## config.mk

```make
export PLATFORM = sky130hd
export DESIGN_NAME = rr_mux_arbiter_flat
export DESIGN_NICKNAME = d
export VERILOG_FILES = /design/src/rtl/rr_mux_arbiter_if.sv /design/src/rtl/rr_mux_arbiter.sv /design/src/flat_wrapper.sv
export SDC_FILE = /design/constraint.sdc
export NUM_CORES = 1
export LEC_CHECK = 0
export CAP_MARGIN = 0
export CORE_UTILIZATION = 41
export DETAILED_ROUTE_END_ITERATION = 6
export PLACE_DENSITY = 0.8
export REMOVE_ABC_BUFFERS = 1
export SYNTH_ARGS = -nofsm -noshare
export SYNTH_HDL_FRONTEND = slang
export SYNTH_SLANG_ARGS = --single-unit
```

## constraint.sdc

```tcl
create_clock -name clk -period 2.6 [get_ports clk]
set_input_delay 0.39 -clock clk [delete_from_list [all_inputs] [get_ports clk]]
set_output_delay 0.39 -clock clk [all_outputs]
set_load 0.05 [all_outputs]
```

## src/rtl/rr_mux_arbiter_if.sv

```systemverilog
// Handshake bundle between N requesters, the round-robin mux arbiter and its
// single downstream consumer.
//   req_valid/req_last/req_data : requester beats (slice i at [DATA_WIDTH*i +: DATA_WIDTH])
//   req_ready                   : one-hot-or-zero accept back to the requesters
//   out_valid/out_data/out_sel/out_last : registered output beat
//   out_ready                   : downstream accept
// master: the side that drives requests and consumes the output beat.
// slave : the arbiter.
interface rr_mux_arbiter_if #(
   parameter int unsigned SEL_WIDTH  = 2,
   parameter int unsigned DATA_WIDTH = 8
);
   localparam int unsigned N = 1 << SEL_WIDTH;

   logic [N-1:0]            req_valid;
   logic [N-1:0]            req_last;
   logic [DATA_WIDTH*N-1:0] req_data;
   logic [N-1:0]            req_ready;
   logic                    out_valid;
   logic [DATA_WIDTH-1:0]   out_data;
   logic [SEL_WIDTH-1:0]    out_sel;
   logic                    out_last;
   logic                    out_ready;

   modport master (
      output req_valid, req_last, req_data, out_ready,
      input  req_ready, out_valid, out_data, out_sel, out_last
   );

   modport slave (
      input  req_valid, req_last, req_data, out_ready,
      output req_ready, out_valid, out_data, out_sel, out_last
   );
endinterface

```

## src/rtl/rr_mux_arbiter.sv

```systemverilog
// Round-robin arbiter sharing one mux datapath among 2**SEL_WIDTH requesters.
// The granted beat is registered into a single valid/ready output stage;
// multi-beat bursts keep the grant until the beat marked last is accepted.
// Ports:
//   clk    : rising-edge clock
//   rst_n  : synchronous active-low reset
//   bus    : request streams in, registered output stream out (slave modport)
//   locked : high while a burst holds the grant
module rr_mux_arbiter #(
   parameter int unsigned SEL_WIDTH  = 2,
   parameter int unsigned DATA_WIDTH = 8
) (
   input  logic            clk,
   input  logic            rst_n,
   rr_mux_arbiter_if.slave bus,
   output logic            locked
);
   localparam int unsigned N = 1 << SEL_WIDTH;

   typedef enum logic {StArb, StLock} state_e;

   state_e                state_q;
   logic [SEL_WIDTH-1:0]  ptr_q;
   logic [SEL_WIDTH-1:0]  lock_id_q;
   logic                  out_valid_q;
   logic [DATA_WIDTH-1:0] out_data_q;
   logic [SEL_WIDTH-1:0]  out_sel_q;
   logic                  out_last_q;

   logic                  load_en;
   logic [SEL_WIDTH-1:0]  grant;
   logic                  grant_vld;
   logic                  xfer;
   logic [DATA_WIDTH-1:0] grant_data;

   // Output stage can take a new beat when empty or being drained this cycle.
   assign load_en = !out_valid_q || bus.out_ready;

   // Search from ptr upward with wrap; iterating from the far end means the
   // closest valid requester to ptr writes last and wins.
   always_comb begin
      grant     = ptr_q;
      grant_vld = 1'b0;
      if (state_q == StLock) begin
         grant     = lock_id_q;
         grant_vld = bus.req_valid[lock_id_q];
      end else begin
         for (int k = int'(N) - 1; k >= 0; k--) begin
            if (bus.req_valid[ptr_q + SEL_WIDTH'(k)]) begin
               grant     = ptr_q + SEL_WIDTH'(k);
               grant_vld = 1'b1;
            end
         end
      end
   end

   assign grant_data    = bus.req_data[DATA_WIDTH*grant +: DATA_WIDTH];
   assign xfer          = rst_n && load_en && grant_vld;
   assign bus.req_ready = xfer ? (N'(1) << grant) : '0;

   always_ff @(posedge clk) begin
      if (!rst_n) begin
         state_q     <= StArb;
         ptr_q       <= '0;
         lock_id_q   <= '0;
         out_valid_q <= 1'b0;
         out_data_q  <= '0;
         out_sel_q   <= '0;
         out_last_q  <= 1'b0;
      end else if (load_en) begin
         out_valid_q <= xfer;
         if (xfer) begin
            out_data_q <= grant_data;
            out_sel_q  <= grant;
            out_last_q <= bus.req_last[grant];
            if (bus.req_last[grant]) begin
               // In LOCK the grant equals lock_id, so both states advance the same way.
               state_q <= StArb;
               ptr_q   <= grant + 1'b1;
            end else if (state_q == StArb) begin
               state_q   <= StLock;
               lock_id_q <= grant;
            end
         end
      end
   end

   assign bus.out_valid = out_valid_q;
   assign bus.out_data  = out_data_q;
   assign bus.out_sel   = out_sel_q;
   assign bus.out_last  = out_last_q;
   assign locked        = (state_q == StLock);
endmodule
```

## src/flat_wrapper.sv

```systemverilog
// flat-port wrapper written by rule: the top's interface ports become plain ports
module rr_mux_arbiter_flat 
#(
   parameter int unsigned SEL_WIDTH  = 2,
   parameter int unsigned DATA_WIDTH = 8
)
  (clk, rst_n, locked, bus_req_valid, bus_req_last, bus_req_data, bus_out_ready, bus_req_ready, bus_out_valid, bus_out_data, bus_out_sel, bus_out_last);
  rr_mux_arbiter_if #(.SEL_WIDTH(SEL_WIDTH), .DATA_WIDTH(DATA_WIDTH)) bus_i ();
  input  logic clk;
  input  logic rst_n;
  output logic locked;
  input wire logic [$bits(bus_i.req_valid)-1:0] bus_req_valid;
  input wire logic [$bits(bus_i.req_last)-1:0] bus_req_last;
  input wire logic [$bits(bus_i.req_data)-1:0] bus_req_data;
  input wire logic [$bits(bus_i.out_ready)-1:0] bus_out_ready;
  output wire logic [$bits(bus_i.req_ready)-1:0] bus_req_ready;
  output wire logic [$bits(bus_i.out_valid)-1:0] bus_out_valid;
  output wire logic [$bits(bus_i.out_data)-1:0] bus_out_data;
  output wire logic [$bits(bus_i.out_sel)-1:0] bus_out_sel;
  output wire logic [$bits(bus_i.out_last)-1:0] bus_out_last;
  assign bus_i.req_valid = bus_req_valid;
  assign bus_i.req_last = bus_req_last;
  assign bus_i.req_data = bus_req_data;
  assign bus_i.out_ready = bus_out_ready;
  assign bus_req_ready = bus_i.req_ready;
  assign bus_out_valid = bus_i.out_valid;
  assign bus_out_data = bus_i.out_data;
  assign bus_out_sel = bus_i.out_sel;
  assign bus_out_last = bus_i.out_last;
  rr_mux_arbiter #(.SEL_WIDTH(SEL_WIDTH), .DATA_WIDTH(DATA_WIDTH)) u_core (.clk(clk), .rst_n(rst_n), .bus(bus_i), .locked(locked));
endmodule
```

Fig. 1: local utilization
The die is cut into 12 by 12 equal tiles; white is low, dark blue is high, 0 to 100% covered.
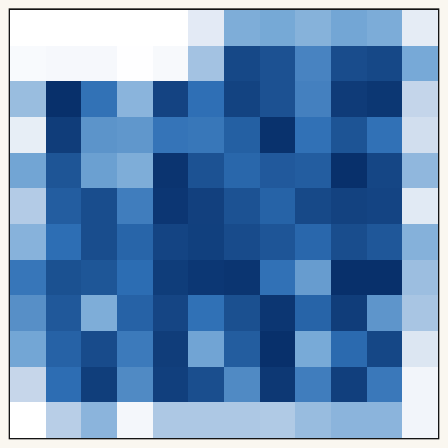
tiles over 75% full = 47%
emptiest ninth of the die = upper left
nearly empty tiles = 4.9%
fullest tile = 100%

Fig. 2: sizing map
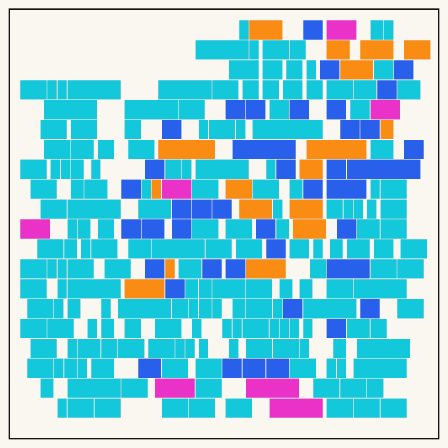
orange -> _2 cells  # cells 17, share 6.9%
blue -> _3 and _4 cells  # cells 41, share 17%
magenta -> _6 and larger  # cells 7, share 2.8%
cyan -> _0 and _1 cells  # cells 183, share 74%

Fig. 3: a small window of the routed layout
Region (34, 34) to (54, 54) µm. Cells in gray, sequential cells in the stronger gray; small squares are vias.
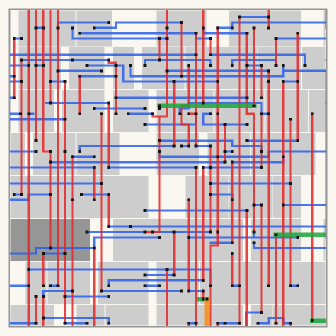
orange -> metal 4
blue -> metal 1
red -> metal 2
green -> metal 3
netlist names of flops here include = u_core.ptr_q (1)
cells with their middle in the window = 40
sequential cells in the window = 1
most frequent = buf_4 (10), o21a_1 (3)

==> reports/metrics.csv <==
metric,value,unit
run_status,"complete, no violations",
ys_types,43,
cts_root_buf,clkbuf_4,
p_seq,0.000462,W
wl_met2,2250,µm
hold_path_startpoint,u_core.lock_id_q[1],
tool_warnings,29,
grt_max_degree,18,
r2r_cells,8,
drv_slew,0,
die_x,58.5,µm
comb-power,0.00176,W
dr_wl_met3,173,µm
worstPathArrival,2.17,ns
worstHoldEndpoint,u_core.lock_id_q[1],
synth.avg_cell_area,8.13,µm²
fin_skew,0.00946,ns
ff_type,dfxtp_1,
wl_per_cell,14.7,µm
nets,296,
bufAreaShareNonClock,38.9,%
clkCellAreaFrac,1.18,%
synthTopCellsByCount,"42 x nand2_1, 17 x dfxtp_1, 16 x nand3_1",
ys_seq_share,26.0,%
grt-busiest-layer,met2,
numCtsBuffers,3,
final_area,2230,µm²
mux_area_share,7.55,%
mostFrequentLayoutCell,clkdlybuf4s50_1,
drc_errors,0,
setup_slack,0.0371,ns
core,3050,µm²
routed_wirelength,4310,µm
irDropWorstVdd,0.540,mV
layout.area.comb,912,µm²
period_used_share,98.6,%
crit_top_cell,buf_6,
maxCapViolations,0,
fin_cells,292,
worst_setup_path_start_kind,flop,
final.signal_inverter_count,6,
largest_reg_flops,8,
cts_sinks,17,
yosys_cells,161,
clk-power,0.000147,W
power.density,1060,nW/µm²
worst_pin_slew,0.547,ns
fp_util,42.9,%
setup_violations,0,
edf_count,0,
critPathKind,flop to primary output,
cpPeakStageDelay,0.51,ns
Power figures rest on the tool's default switching activity, not on a simulated workload.
